File: src/rtl/mem_probe_ctrl.sv
// Purpose : board probe controller; debounced buttons freeze the processor, step a probe address, show the word in hex.
// Latency : button accept DEBOUNCE_CYCLES+3 cycles to FSM effect; word captured READ_LAT cycles after hld/addr change.
// Backpr. : none; buttons are level-debounced, and same-cycle presses resolve hold > load > inc > dec, dropping the rest.
//
// Ports:
//   clk, rst                  clock (rising edge), asynchronous active-low reset
//   btn_hold/inc/dec/load     raw push buttons (synchronized and debounced internally)
//   sw_addr[13:0]             address loaded by btn_load
//   mem_data[15:0]            word returned by the processor wrapper
//   hld, addr[13:0]           freeze request and probe address to the wrapper
//   data_vld, shown[15:0]     captured word and its validity for the current addr
//   seg[6:0], an[3:0]         active-low 7-segment segments {g..a} and digit enables

// Single button path: two-flop synchronizer, debounce counter and rising-edge pulse.
module mem_probe_btn #(
    parameter int DEBOUNCE_CYCLES = 16
) (
    input  logic clk,
    input  logic rst,
    input  logic raw,
    output logic pulse
);
    localparam int CW = $clog2(DEBOUNCE_CYCLES + 1);

    logic          sync1_q, sync2_q;
    logic          acc_q, acc_d;
    logic          acc_dly_q;
    logic          pulse_q, pulse_d;
    logic [CW-1:0] cnt_q, cnt_d;

    always_comb begin
        cnt_d   = '0;
        acc_d   = acc_q;
        // Count only while the synchronized level disagrees with the accepted one;
        // the final count is folded into the accept so the counter never exceeds N-1.
        if (sync2_q != acc_q) begin
            if (cnt_q == CW'(DEBOUNCE_CYCLES - 1)) begin
                acc_d = sync2_q;
                cnt_d = '0;
            end else begin
                cnt_d = cnt_q + CW'(1);
            end
        end
        pulse_d = acc_q & ~acc_dly_q;
    end

    always_ff @(posedge clk or negedge rst) begin
        if (!rst) begin
            sync1_q   <= 1'b0;
            sync2_q   <= 1'b0;
            acc_q     <= 1'b0;
            acc_dly_q <= 1'b0;
            cnt_q     <= '0;
            pulse_q   <= 1'b0;
        end else begin
            sync1_q   <= raw;
            sync2_q   <= sync1_q;
            acc_q     <= acc_d;
            acc_dly_q <= acc_q;
            cnt_q     <= cnt_d;
            pulse_q   <= pulse_d;
        end
    end

    assign pulse = pulse_q;
endmodule

module mem_probe_ctrl #(
    parameter int DEBOUNCE_CYCLES = 16,
    parameter int READ_LAT        = 2,
    parameter int REFRESH_DIV     = 4
) (
    input  logic        clk,
    input  logic        rst,
    input  logic        btn_hold,
    input  logic        btn_inc,
    input  logic        btn_dec,
    input  logic        btn_load,
    input  logic [13:0] sw_addr,
    input  logic [15:0] mem_data,
    output logic        hld,
    output logic [13:0] addr,
    output logic        data_vld,
    output logic [15:0] shown,
    output logic [6:0]  seg,
    output logic [3:0]  an
);
    localparam int LW = (READ_LAT > 1)    ? $clog2(READ_LAT)    : 1;
    localparam int RW = (REFRESH_DIV > 1) ? $clog2(REFRESH_DIV) : 1;

    typedef enum logic [1:0] {S_RUN, S_SETTLE, S_SHOW} state_t;

    logic hold_p, inc_p, dec_p, load_p;

    mem_probe_btn #(.DEBOUNCE_CYCLES(DEBOUNCE_CYCLES)) u_btn_hold (.clk(clk), .rst(rst), .raw(btn_hold), .pulse(hold_p));
    mem_probe_btn #(.DEBOUNCE_CYCLES(DEBOUNCE_CYCLES)) u_btn_inc  (.clk(clk), .rst(rst), .raw(btn_inc),  .pulse(inc_p));
    mem_probe_btn #(.DEBOUNCE_CYCLES(DEBOUNCE_CYCLES)) u_btn_dec  (.clk(clk), .rst(rst), .raw(btn_dec),  .pulse(dec_p));
    mem_probe_btn #(.DEBOUNCE_CYCLES(DEBOUNCE_CYCLES)) u_btn_load (.clk(clk), .rst(rst), .raw(btn_load), .pulse(load_p));

    state_t        state_q, state_d;
    logic [13:0]   addr_q, addr_d;
    logic [15:0]   shown_q, shown_d;
    logic          vld_q, vld_d;
    logic [LW-1:0] lat_q, lat_d;
    logic [RW-1:0] ref_q, ref_d;
    logic [1:0]    dig_q, dig_d;
    logic          step;
    logic [3:0]    nib;

    // State and datapath registers.
    always_ff @(posedge clk or negedge rst) begin
        if (!rst) begin
            state_q <= S_RUN;
            addr_q  <= '0;
            shown_q <= '0;
            vld_q   <= 1'b0;
            lat_q   <= '0;
            ref_q   <= '0;
            dig_q   <= '0;
        end else begin
            state_q <= state_d;
            addr_q  <= addr_d;
            shown_q <= shown_d;
            vld_q   <= vld_d;
            lat_q   <= lat_d;
            ref_q   <= ref_d;
            dig_q   <= dig_d;
        end
    end

    // Next-state and datapath updates.
    always_comb begin
        state_d = state_q;
        addr_d  = addr_q;
        shown_d = shown_q;
        vld_d   = vld_q;
        lat_d   = lat_q;
        step    = load_p | inc_p | dec_p;

        case (state_q)
            S_RUN: begin
                if (hold_p) begin
                    state_d = S_SETTLE;
                    lat_d   = '0;
                end
            end
            S_SETTLE, S_SHOW: begin
                if (hold_p) begin
                    state_d = S_RUN;
                    vld_d   = 1'b0;
                end else if (step) begin
                    // An address step restarts the settle window even mid-settle.
                    if (load_p)     addr_d = sw_addr;
                    else if (inc_p) addr_d = addr_q + 14'd1;
                    else            addr_d = addr_q - 14'd1;
                    vld_d   = 1'b0;
                    lat_d   = '0;
                    state_d = S_SETTLE;
                end else if (state_q == S_SETTLE) begin
                    if (lat_q == LW'(READ_LAT - 1)) begin
                        shown_d = mem_data;
                        vld_d   = 1'b1;
                        state_d = S_SHOW;
                    end else begin
                        lat_d = lat_q + LW'(1);
                    end
                end
            end
            default: state_d = S_RUN;
        endcase

        // Display scan runs regardless of state so the digit phase is continuous.
        if (ref_q == RW'(REFRESH_DIV - 1)) begin
            ref_d = '0;
            dig_d = dig_q + 2'd1;
        end else begin
            ref_d = ref_q + RW'(1);
            dig_d = dig_q;
        end
    end

    // Outputs.
    always_comb begin
        hld = (state_q != S_RUN);
        an  = 4'b1111;
        seg = 7'b1111111;
        nib = shown_q[{dig_q, 2'b00} +: 4];
        if (state_q == S_SHOW) begin
            an = ~(4'b0001 << dig_q);
            case (nib)
                4'h0: seg = 7'b1000000;
                4'h1: seg = 7'b1111001;
                4'h2: seg = 7'b0100100;
                4'h3: seg = 7'b0110000;
                4'h4: seg = 7'b0011001;
                4'h5: seg = 7'b0010010;
                4'h6: seg = 7'b0000010;
                4'h7: seg = 7'b1111000;
                4'h8: seg = 7'b0000000;
                4'h9: seg = 7'b0010000;
                4'hA: seg = 7'b0001000;
                4'hB: seg = 7'b0000011;
                4'hC: seg = 7'b1000110;
                4'hD: seg = 7'b0100001;
                4'hE: seg = 7'b0000110;
                default: seg = 7'b0001110;
            endcase
        end
    end

    assign addr     = addr_q;
    assign shown    = shown_q;
    assign data_vld = vld_q;
endmodule

File: config.mk
export PLATFORM = sky130hd
export DESIGN_NAME = mem_probe_ctrl
export DESIGN_NICKNAME = d
export VERILOG_FILES = /design/src/rtl/mem_probe_ctrl.sv
export SDC_FILE = /design/constraint.sdc
export NUM_CORES = 1
export LEC_CHECK = 0
export CAP_MARGIN = 20
export CORE_AREA = 2 2 105 107
export CTS_CLUSTER_SIZE = 16
export DETAILED_ROUTE_END_ITERATION = 7
export DIE_AREA = 0 0 107 109
export PLACE_DENSITY = 0.59
export SETUP_SLACK_MARGIN = 0.5
export SYNTH_ARGS = -nofsm -noshare
export SYNTH_HDL_FRONTEND = slang
export SYNTH_SLANG_ARGS = --single-unit
File: constraint.sdc
create_clock -name clk -period 3.7 [get_ports clk]
set_clock_uncertainty 0.15 [all_clocks]
set_input_delay 1.11 -clock clk [delete_from_list [all_inputs] [get_ports clk]]
set_output_delay 1.11 -clock clk [all_outputs]
set_load 0.01 [all_outputs]
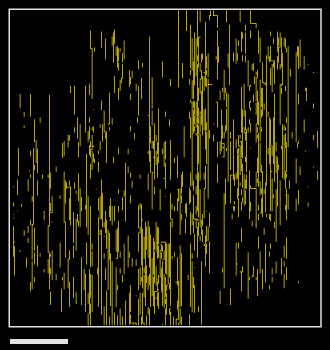
(the metal 2 layer)
Scale bar: 20 microns.
- main direction: vertical
- nets with wire on the layer: 462
- longest straight run: 50.7 microns
- share of all routed wire: 50%

==> flow_summary_export.csv <==
group,metric,value,unit
global_routing,grt-ovfl-total,0,
worst_hold_path,hold_path.class,"reg -> reg",
worst_setup_path,cp-start-kind,"flop",
sta,fin_setup_tns,0,ns
placement,dpl-instance-area,5040,sq um
global_routing,track_usage,16.3,%
worst_setup_path,crit_required,2.44,ns
synth,top_cell,"dfrtp_1",
worst_setup_path,path_class,"reg -> out",
finish,area.growth.synth_to_final,32.3,%
run,drv_cap,0,
finish,area.combinational,2090,sq um
floorplanning,io_pins,79,
sta,fin_crit_sh,95.1,%
detailed_routing,drc,0,
clocking,root_buffer,"clkbuf_8",
finish,fillerInstances,974,
outcome,status,"finished clean",
finish,finalInstanceArea,5440,sq um
detailed_routing,via_per_inst,5.04,
floorplanning,fp-utilization,38.8,%
finish,postLayoutCoreUtil,51.3,%
finish,nNetsFinal,555,
synth,ys_cells,387,
clocking,clock_sinks,78,
floorplanning,rows,38,
floorplanning,die_h,109,microns
synth,yosys.area_share.aoi,12.1,%
placement,dp_hpwl,6070,microns
synth,yosysChipArea,4110,sq um
synth,yosys_most_used_dff,"dfrtp_1",
synth,ys_seq_share,47.5,%
power,p_leak,2.46,nW
detailed_routing,routed_wl,9000,microns
sta,setup_violations,0,
synth,synth.avg_cell_area,10.6,sq um
detailed_routing,antenna_left,0,
synth,yosysTopAreaCell,"dfrtp_1",
sta,tightest_slew,0.818,ns
synth,top_cells_by_count,"78 x dfrtp_1, 34 x nand2_1, 31 x ha_1",
synth,netlist_instances,387,
clocking,cts_tree,"built",
finish,drive_above_1_share,15.4,%
synth,yosysTopAreaCellShare,47.5,%
synth,synthSimpleGateAreaFrac,14.6,%
synth,enable_flop_cells,0,
clocking,numCtsBuffers,9,
sta,fmax,284,MHz
floorplanning,die_w,107,microns
clocking,holdBufCountCts,0,
sta,min_period,3.52,ns
synth,ys_warn_count,0,
synth,ys_sh_mux,8.67,%
synth,synth-seq-cells,78,
global_routing,grt_antenna_before_repair,0,
global_routing,grt_max_degree,79,
finish,antenna_cells,0,
worst_setup_path,critPathMaxFanout,3,
worst_setup_path,end_kind,"output pin",
sta,hold_viol,0,
sta,rsz0062_at_grt,"yes",
detailed_routing,drt_iter0_markers,134,
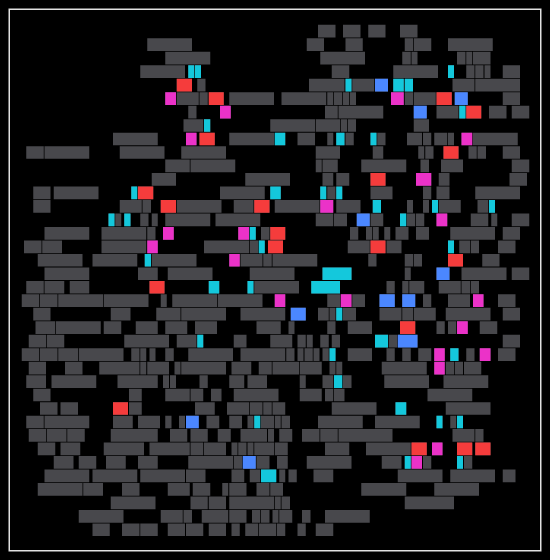
(selected gate families)
- xor and xnor cells: red (cells 20)
- non-inverting ao/oa cells: blue (cells 11)
- nor cells: cyan (cells 42)
- and/or cells: magenta (cells 21)
logic share of the area: 38.5%
non-filler cells in the finished layout: 632

[logic make-up (layout without fill, tap and decap cells)]
family          count (synthesis)  count (layout)
simple gates                  121             121
compound gates                 81              81
flops                          78              78
fa+ha+maj                      32              32
mux                            28              28
buf+inv                        27             132
xor+xnor                       20              20
[stage by stage]
step	std cells	setup WS [ns]	hold WS (ns)
after floorplan	387	0.560	0.181
after global placement	598	0.144	0.190
after detailed placement	598	0.118	0.190
after CTS	630	0.151	0.194
after global routing	632	0.0564	0.204
final	632	0.183	0.191
[path summary, 6_finish.rpt]
kind                       cells after the start  slack, ns                from             endpoint
setup / recovery                               7       0.18            dig_q[0]               seg[3]
hold / removal                                 0       0.19  u_btn_load.sync1_q   u_btn_load.sync2_q
setup reg to reg                               8       0.83     u_btn_inc.pulse             addr[13]
hold reg to reg                                0       0.19  u_btn_load.sync1_q   u_btn_load.sync2_q
max in group asynchronous                      2       2.40                 rst             dig_q[0]
min in group asynchronous                      1       0.41                 rst  u_btn_load.cnt_q[2]
[critical path, cell delays in order (launching register included)]
cell,delay (ns)
dfrtp_2,0.41
mux4_2,0.58
buf_6,0.16
ha_4,0.15
mux2_4,0.26
o21ai_2,0.13
nand2_1,0.07
buf_2,0.14
[timing repair]
action,in CTS,in global routing
endpoints found under the setup margin,7,11
gates resized,42,10
pin swaps,3,2
setup buffers,16,1
[power breakdown]
group | internal (mW) | total [mW] | leakage [nW] | switching (mW)
Clock | 0.348 | 0.657 | 0.0996 | 0.309
Combinational | 0.0477 | 0.0835 | 1.37 | 0.0358
Sequential | 0.867 | 0.877 | 0.988 | 0.0100
Total | 1.26 | 1.62 | 2.46 | 0.354
[state kept, by name (all words and copies together) (netlist names), 2 cells and up]
| register | cells |
|---|---|
| addr | 14 |
| dig_q | 2 |
| ref_q | 2 |
| shown | 16 |
| state_q | 2 |
| u_btn_dec.cnt_q | 5 |
| u_btn_hold.cnt_q | 5 |
| u_btn_inc.cnt_q | 5 |
| u_btn_load.cnt_q | 5 |
[cell type report]
type	instances	share of cell area, %
Multi-Input combinational cell	282	38.5
Sequential cell	78	35.9
Timing Repair Buffer	101	17.6
Tap cell	140	3.22
Clock buffer	13	2.92
Inverter	15	1.08
Clock inverter	3	0.782
[per-layer routing]
| layer | global-route usage (%) | wire length (microns) | up-vias |
|---|---|---|---|
| met5 | 0 | 0 | - |
| met4 | 7.70 | 219 | 0 |
| met3 | 2.99 | 375 | 21 |
| met2 | 28.6 | 4500 | 74 |
| met1 | 19.3 | 3910 | 1519 |
| li1 | - | - | 1574 |
[cell usage in the layout, fill, tap and decap left out, drive strengths merged, types with 2 or more instances in the layout]
master and count:
a21o 5, a21boi 2, a21oi 26, mux2i 3, o21a 3, xor2 18
inv 15, o31ai 2, a211oi 2, nor2 28, buf 31, and3 9
or3 3, ha 31, nand2b 3, a31oi 5, xnor2 2, dfrtp 78
nor2b 6, mux2 21, nand3 19, dlymetal6s2s 2, o21ai 21, clkdlybuf4s50 68
mux4 4, nor3 7, o22ai 2, clkbuf 13, and2 6, o2111ai 3
nand3b 2, o211ai 5, nand2 34
Power is estimated from default activity; no workload was simulated.
